===== src/rtl/ot_pkg.sv =====
// ot_pkg -- definitions shared by the OT tree blocks.
//   reader_state_t : FSM states of the leaf reader
//   aw(d)          : buffer address width for a tree of depth d
//   DATA_W_DEFAULT : default width of one mB/msg buffer word
package ot_pkg;

    localparam int DATA_W_DEFAULT = 128;

    typedef enum logic [1:0] {
        ST_IDLE,
        ST_RUN,
        ST_DRAIN,
        ST_DONE
    } reader_state_t;

    // A depth-d tree has 8 * 2**d leaf entries.
    function automatic int aw(input int d);
        return d + 3;
    endfunction

endpackage


===== src/rtl/sync_fifo.sv =====
// sync_fifo -- small single-clock FIFO used as the reader's output buffer.
// Ports:
//   clk, rst          : clock, asynchronous active-high reset
//   push, push_data   : write request and word; ignored when full unless a pop
//                       happens in the same cycle
//   pop               : read request; ignored when empty
//   head_data         : oldest word, driven from storage; zero while empty
//   full, empty       : status flags
//   occupancy         : number of stored words
module sync_fifo #(
    parameter int WIDTH = 8,
    parameter int DEPTH = 4,
    localparam int CW = $clog2(DEPTH + 1),
    localparam int PW = (DEPTH > 1) ? $clog2(DEPTH) : 1
) (
    input  logic             clk,
    input  logic             rst,
    input  logic             push,
    input  logic [WIDTH-1:0] push_data,
    input  logic             pop,
    output logic [WIDTH-1:0] head_data,
    output logic             full,
    output logic             empty,
    output logic [CW-1:0]    occupancy
);

    logic [WIDTH-1:0] mem_q [DEPTH];
    logic [PW-1:0]    wr_ptr_q, wr_ptr_d;
    logic [PW-1:0]    rd_ptr_q, rd_ptr_d;
    logic [CW-1:0]    count_q, count_d;
    logic             do_push, do_pop;

    // DEPTH need not be a power of two, so pointers wrap explicitly.
    function automatic logic [PW-1:0] next_ptr(input logic [PW-1:0] p);
        return (p == PW'(DEPTH - 1)) ? '0 : p + 1'b1;
    endfunction

    always_comb begin
        empty     = (count_q == '0);
        full      = (count_q == CW'(DEPTH));
        occupancy = count_q;
        do_pop    = pop && !empty;
        // A pop in the same cycle frees the slot, so a full FIFO still accepts.
        do_push   = push && (!full || do_pop);
        wr_ptr_d  = do_push ? next_ptr(wr_ptr_q) : wr_ptr_q;
        rd_ptr_d  = do_pop ? next_ptr(rd_ptr_q) : rd_ptr_q;
        count_d   = count_q + CW'(do_push) - CW'(do_pop);
        head_data = empty ? '0 : mem_q[rd_ptr_q];
    end

    // NOTE: sequential state uses non-blocking assignments so every flop
    // samples the pre-edge value of every other flop.
    always_ff @(posedge clk or posedge rst) begin
        if (rst) begin
            wr_ptr_q <= '0;
            rd_ptr_q <= '0;
            count_q  <= '0;
        end else begin
            wr_ptr_q <= wr_ptr_d;
            rd_ptr_q <= rd_ptr_d;
            count_q  <= count_d;
        end
    end

    // NOTE: the storage array has no reset; the occupancy count already marks
    // every entry invalid, and head_data is forced to zero while empty.
    always_ff @(posedge clk) begin
        if (do_push) begin
            mem_q[wr_ptr_q] <= push_data;
        end
    end

endmodule


===== src/rtl/mb_leaf_reader.sv =====
// mb_leaf_reader -- streams a contiguous, wrapping address range of the
// mB/msg buffer out on a valid/ready interface after tree expansion.
// Ports:
//   clk, rst              : clock, asynchronous active-high reset
//   start                 : one-cycle request, accepted only in IDLE
//   base_addr, count      : first address and word count, latched on start
//   busy, done            : busy in RUN/DRAIN; done pulses once per transfer
//   mem_r_en, mem_r_addr  : buffer read port request
//   mem_r_data            : buffer read data, RD_LATENCY cycles after mem_r_en
//   out_valid, out_ready  : output stream handshake
//   out_data              : buffer word
//   out_index, out_last   : ordinal within the transfer and last-word flag
module mb_leaf_reader
    import ot_pkg::*;
#(
    parameter int D          = 3,
    parameter int TREE_SIZE  = 8 * (2 ** D),
    parameter int DATA_W     = DATA_W_DEFAULT,
    parameter int RD_LATENCY = 1,
    parameter int FIFO_DEPTH = RD_LATENCY + 2,
    localparam int AW        = aw(D)
) (
    input  logic              clk,
    input  logic              rst,
    input  logic              start,
    input  logic [AW-1:0]     base_addr,
    input  logic [AW:0]       count,
    output logic              busy,
    output logic              done,
    output logic              mem_r_en,
    output logic [AW-1:0]     mem_r_addr,
    input  logic [DATA_W-1:0] mem_r_data,
    output logic              out_valid,
    input  logic              out_ready,
    output logic [DATA_W-1:0] out_data,
    output logic [AW-1:0]     out_index,
    output logic              out_last
);

    localparam int          CW       = $clog2(FIFO_DEPTH + 1);
    localparam logic [AW:0] TREE_LIM = (AW + 1)'(TREE_SIZE);

    reader_state_t         state_q, state_d;
    logic [AW-1:0]         base_q, base_d;
    logic [AW:0]           count_q, count_d;
    logic [AW:0]           issued_q, issued_d;
    logic [AW:0]           emitted_q, emitted_d;
    logic [CW-1:0]         inflight_q, inflight_d;
    logic [RD_LATENCY-1:0] lat_sr_q, lat_sr_d;
    logic                  busy_q, busy_d;
    logic                  done_q, done_d;

    logic                  rd_issue;
    logic                  credit_ok;
    logic [AW:0]           addr_sum;
    logic                  fifo_push, fifo_pop, fifo_full, fifo_empty;
    logic [CW-1:0]         fifo_occ;

    sync_fifo #(
        .WIDTH (DATA_W),
        .DEPTH (FIFO_DEPTH)
    ) u_fifo (
        .clk       (clk),
        .rst       (rst),
        .push      (fifo_push),
        .push_data (mem_r_data),
        .pop       (fifo_pop),
        .head_data (out_data),
        .full      (fifo_full),
        .empty     (fifo_empty),
        .occupancy (fifo_occ)
    );

    always_comb begin
        // Every read in flight has a reserved FIFO slot, so returning data
        // always has somewhere to land regardless of backpressure.
        credit_ok = ({1'b0, inflight_q} + {1'b0, fifo_occ}) < (CW + 1)'(FIFO_DEPTH);
        rd_issue  = (state_q == ST_RUN) && (issued_q < count_q) && credit_ok;
        fifo_push = lat_sr_q[RD_LATENCY-1];
        fifo_pop  = !fifo_empty && out_ready;

        // base < TREE_SIZE and issued < TREE_SIZE, so one subtraction wraps.
        addr_sum  = {1'b0, base_q} + {1'b0, issued_q[AW-1:0]};

        // NOTE: every next-state signal gets a default before the case so no
        // path leaves it unassigned, which would infer a latch.
        state_d    = state_q;
        base_d     = base_q;
        count_d    = count_q;
        busy_d     = busy_q;
        done_d     = 1'b0;
        issued_d   = issued_q + (AW + 1)'(rd_issue);
        emitted_d  = emitted_q + (AW + 1)'(fifo_pop);
        inflight_d = inflight_q + CW'(rd_issue) - CW'(fifo_push);
        lat_sr_d   = RD_LATENCY'({lat_sr_q, rd_issue});

        case (state_q)
            ST_IDLE: begin
                if (start) begin
                    if (count == '0) begin
                        state_d = ST_DONE;
                        done_d  = 1'b1;
                    end else begin
                        state_d    = ST_RUN;
                        busy_d     = 1'b1;
                        base_d     = base_addr;
                        count_d    = count;
                        issued_d   = '0;
                        emitted_d  = '0;
                        inflight_d = '0;
                    end
                end
            end
            ST_RUN: begin
                if (rd_issue && (issued_d == count_q)) begin
                    state_d = ST_DRAIN;
                end
            end
            ST_DRAIN: begin
                if (emitted_d == count_q) begin
                    state_d = ST_DONE;
                    busy_d  = 1'b0;
                    done_d  = 1'b1;
                end
            end
            ST_DONE: begin
                state_d = ST_IDLE;
            end
            default: begin
                state_d = ST_IDLE;
            end
        endcase
    end

    always_ff @(posedge clk or posedge rst) begin
        if (rst) begin
            state_q    <= ST_IDLE;
            base_q     <= '0;
            count_q    <= '0;
            issued_q   <= '0;
            emitted_q  <= '0;
            inflight_q <= '0;
            lat_sr_q   <= '0;
            busy_q     <= 1'b0;
            done_q     <= 1'b0;
        end else begin
            state_q    <= state_d;
            base_q     <= base_d;
            count_q    <= count_d;
            issued_q   <= issued_d;
            emitted_q  <= emitted_d;
            inflight_q <= inflight_d;
            lat_sr_q   <= lat_sr_d;
            busy_q     <= busy_d;
            done_q     <= done_d;
        end
    end

    assign busy       = busy_q;
    assign done       = done_q;
    assign mem_r_en   = rd_issue;
    assign mem_r_addr = (addr_sum >= TREE_LIM) ? AW'(addr_sum - TREE_LIM) : addr_sum[AW-1:0];
    assign out_valid  = !fifo_empty;
    assign out_index  = emitted_q[AW-1:0];
    assign out_last   = out_valid && (emitted_q == count_q - (AW + 1)'(1));

    // The credit check makes overflow impossible; a push into a full FIFO
    // without a simultaneous pop means a read was issued without a credit.
    overflow_a: assert property (@(posedge clk) disable iff (rst)
        !(fifo_push && fifo_full && !fifo_pop));

endmodule


===== config.mk =====
export PLATFORM = sky130hd
export DESIGN_NAME = mb_leaf_reader
export DESIGN_NICKNAME = d
export VERILOG_FILES = /design/src/rtl/ot_pkg.sv /design/src/rtl/sync_fifo.sv /design/src/rtl/mb_leaf_reader.sv
export SDC_FILE = /design/constraint.sdc
export NUM_CORES = 1
export LEC_CHECK = 0
export ABC_AREA = 1
export CORE_ASPECT_RATIO = 2
export CORE_MARGIN = 4
export CORE_UTILIZATION = 58
export DETAILED_ROUTE_END_ITERATION = 8
export PLACE_DENSITY = 0.95
export SYNTH_ARGS = -nofsm -noshare
export SYNTH_HDL_FRONTEND = slang
export SYNTH_SLANG_ARGS = --single-unit
export TNS_END_PERCENT = 10

===== constraint.sdc =====
create_clock -name clk -period 21.9 [get_ports clk]
set_clock_uncertainty 0.15 [all_clocks]
set_input_delay 2.19 -clock clk [delete_from_list [all_inputs] [get_ports clk]]
set_output_delay 2.19 -clock clk [all_outputs]
set_load 0.02 [all_outputs]

==> impl_summary.log <==
[metrics] run summary
[metrics] most utilized layer in the global route result: met2
[metrics] largest family of logic cells by area: simple AND/OR/NAND/NOR gates
[metrics] commonest cells in the synthesized netlist: 384 x sky130_fd_sc_hd__edfxtp_1, 335 x sky130_fd_sc_hd__inv_1, 332 x sky130_fd_sc_hd__nand2_1, 128 x sky130_fd_sc_hd__nand3_1, 100 x sky130_fd_sc_hd__o211ai_1
[metrics] CP Cell Sequence: or2_4, buf_4, nor2_1, o21ai_0, inv_1, clkdlybuf4s50_1
[metrics] most used standard cell by instance count after synthesis: sky130_fd_sc_hd__edfxtp_1
[metrics] Buf+Inv Stages, Crit Path: 3
[metrics] synthesized chip area reported by yosys: 18100 um2
[metrics] all-layer global routing usage: 25.8%
[metrics] endpoint of the lowest-slack register-to-register path: state_q[1]
[metrics] Final Core Density: 73.0%
[metrics] Worst IR Drop VDD: 0.0925 mV
[metrics] portion of total power attributed to the clock network: 19.5%
[metrics] Routed Antenna Nets: 0
[metrics] net switching share of the total power: 39.8%
[metrics] end point of the most critical hold path: base_q[0]
[metrics] xor+xnor area frac: 1.11%
[metrics] crit path launch type: flop
[metrics] unrepaired setup endpoints after global routing: no
[metrics] Sequential Power Share: 34.1%
[metrics] standard-cell row count: 91
[metrics] CP max-delay cell: sky130_fd_sc_hd__buf_4
[metrics] highest cell delay on the worst timing path: 0.87 ns
[metrics] Placed Cells: 2256
[metrics] Congestion Overflow GR: 0
[metrics] die span in y: 258 um
[metrics] Post CTS Setup Buffer Count: 0
[metrics] final cycle utilization of the critical path: 28.4%
[metrics] average wire per standard cell: 19.2 um
[metrics] critical path endpoint category: output pin
[metrics] top power consumer group: combinational logic
[metrics] Max Clk Rate: 0.161 GHz
[metrics] endpoint required time on the critical path: 19.56 ns
[metrics] Inverters excl. clock: approximately 340
[metrics] async set-reset flop share out of synthesis: 9.43%
[metrics] top layer reached by signal wires: met5
[metrics] flop share of the area: 55.7%
[metrics] most frequent cells in the layout: 384 x sky130_fd_sc_hd__edfxtp_1, 334 x sky130_fd_sc_hd__inv_1, 332 x sky130_fd_sc_hd__nand2_1
[metrics] leakage power figure: 0.00923 uW
[metrics] wire length on met2: approximately 24 mm
[metrics] grt met3 use: 4.50%
[metrics] wire length on met3: roughly 2.7 mm
[metrics] adder share: 1.88%
[metrics] Layout non-clock buf frac: 13.4%
[metrics] Slew Viols, Final: 0
[metrics] syn_area_per_cell: 11.2 um2
[metrics] pre-CTS WS: 16.23 ns
[metrics] total area of sequential cells: approximately 13000 um2
[metrics] count of non-filler cells in the finished layout: between 2000 and 2500
[metrics] synthesis-stage register bit count: 424
[metrics] met2 demand-to-capacity share in global routing: 46.6%
[metrics] total of cells resized after clock tree synthesis: 0
[metrics] Pre-Repair DR Iteration Count: 6
[metrics] hold-fix buffers at CTS: 0
[metrics] TritonCTS clock tree: done
[metrics] top post-synthesis cells by area: sky130_fd_sc_hd__edfxtp_1 64%, sky130_fd_sc_hd__inv_1 6.9%, sky130_fd_sc_hd__nand2_1 6.9%
[metrics] Core Box Area: 30900 um2
[metrics] Hold Path Cell Cnt: 2
[metrics] placer congestion estimate: 0.874
[metrics] antenna diode instance count: 9
[metrics] total die size: 34300 um2
[metrics] vias in the first global route: 13100
[metrics] simple logic cell fraction of the synthesized area: 12.4%
[metrics] I/O pin count: about 290
[metrics] worst reg2reg path startpoint: count_q[6]
[metrics] number of antenna violations at the first check in global routing: 9
[metrics] net count of the mapped netlist: 1785
[metrics] maximum number of buffers from clock root to sink: 3
[metrics] Post-Syn Instances: 1614
[metrics] most frequent logic cell in the layout: sky130_fd_sc_hd__edfxtp_1
[metrics] clock group power: 628 uW
[metrics] number of levels the H-tree was split into: 2
[metrics] number of endpoints failing setup at the final stage: 0
[metrics] cell taking the most area after synthesis: sky130_fd_sc_hd__edfxtp_1
[metrics] number of cells on the critical path: 6
[metrics] logic depth of the worst register-to-register path: 20
[metrics] number of well-tap cells placed: 418
[metrics] Clock buffer cells: 51
[metrics] area fraction of clock buffers and clock inverters: 5.18%
[metrics] final total power: 3220 uW
[metrics] maximum number of pins on one net before global-route repair: between 100 and 150
[metrics] Top Family by Delay on Critical Path: buffers and inverters
[metrics] multiplexer share of the synthesized area: 0%
[metrics] layout cells sized above 1: 4.57%
[metrics] ys flop type: sky130_fd_sc_hd__edfxtp_1
[metrics] Hold Crit Start: base_q[0]
[metrics] Hold WS: 0.358 ns
[metrics] cell group occupying the most layout area: registers
[metrics] number of multi-input combinational cells in the layout: 771
[metrics] sum of negative setup slack: 0 ns
[metrics] total tool warning count: 34
[metrics] clk slew on worst S/H paths: 0.06 ns
[metrics] first-pass GRT wire length: 69.2 mm
[metrics] flip-flop count of the largest register after layout: between 300 and 400
[metrics] wire length on met1: 14.9 mm
[metrics] yosys synthesis warning count: 0
[metrics] layout net count: 2048
[metrics] number of distinct library cells after synthesis: 32
[metrics] share of the core filled by cells before placement: 58.7%
[metrics] final worst path period need: 6.22 ns
[metrics] vias after detailed routing: approximately 13000
[metrics] Comb gate area: 3980 um2
[metrics] slew at the pin with the worst max-slew slack: 1.17 ns
[metrics] cell area power density: 143 nW/um2
[metrics] largest register by flop count: u_fifo.mem_q
[metrics] flip-flops with a built-in enable: roughly 380
[metrics] fill count: 1900
[metrics] Worst Setup EP: out_data[10]
[metrics] Combinational Power: 1490 uW
[metrics] DRC violation count after routing: 0
[metrics] timing startpoint of the critical path: u_fifo.rd_ptr_q[0]
[metrics] result of the run: finished clean
[metrics] root buffer cell: sky130_fd_sc_hd__clkbuf_16
[metrics] Max-Slew Margin vs Limit: 22.1%
[metrics] HPWL after detailed placement: 29.0 mm
[metrics] Die Wd: 133 um
[metrics] WL final: 44.8 mm
[metrics] count of instantiated cells in the yosys netlist: 1614
[metrics] MaxCap Viol Count: 0
[metrics] Final Hold Fails: 0
[metrics] worst hold path type: flop to flop
[metrics] Flop+latch power: 1100 uW
[metrics] flop2flop setup slack: about 18 ns
sizing.png
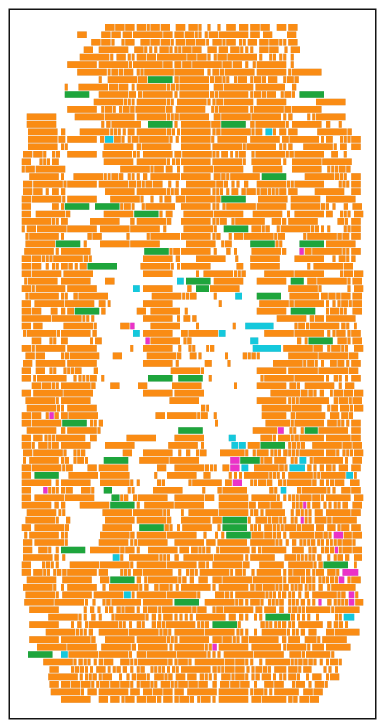
color	size	cells	share
green	x6 and larger	46	2.4%
orange	x1 and smaller	1818	95%
magenta	x2	19	1.0%
cyan	x3 and x4	22	1.2%
Area growth syn-to-layout: 24.4%
count of plain and timing-repair buffers: 303
final non-filler cell area: 22500 um2
crit path setup slack, layout: 15.68 ns

m2.png
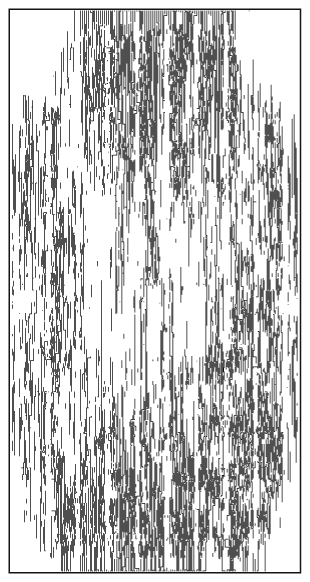
longest straight run	73.4 um
nets with wire on the layer	1732
wire length on this layer	24.2 mm

class_map.png
Bar = 50 um. Fill, decap, tap and diode cells in gray.
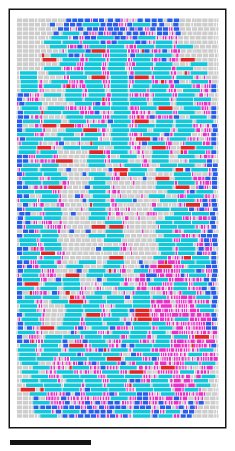
color	class	cells	share of their area
blue	remaining buffers and delay cells	303	14%
magenta	remaining logic cells	1111	24%
red	clock drivers and dummy loads	67	5.3%
cyan	registers	424	57%

clock_nets.png
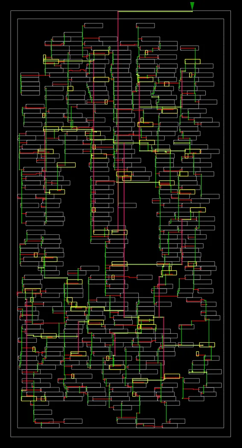
layout sequential cell count: 424
CTS Sinks: 424
cts bufs inserted: 37

Power is estimated from default activity; no workload was simulated.
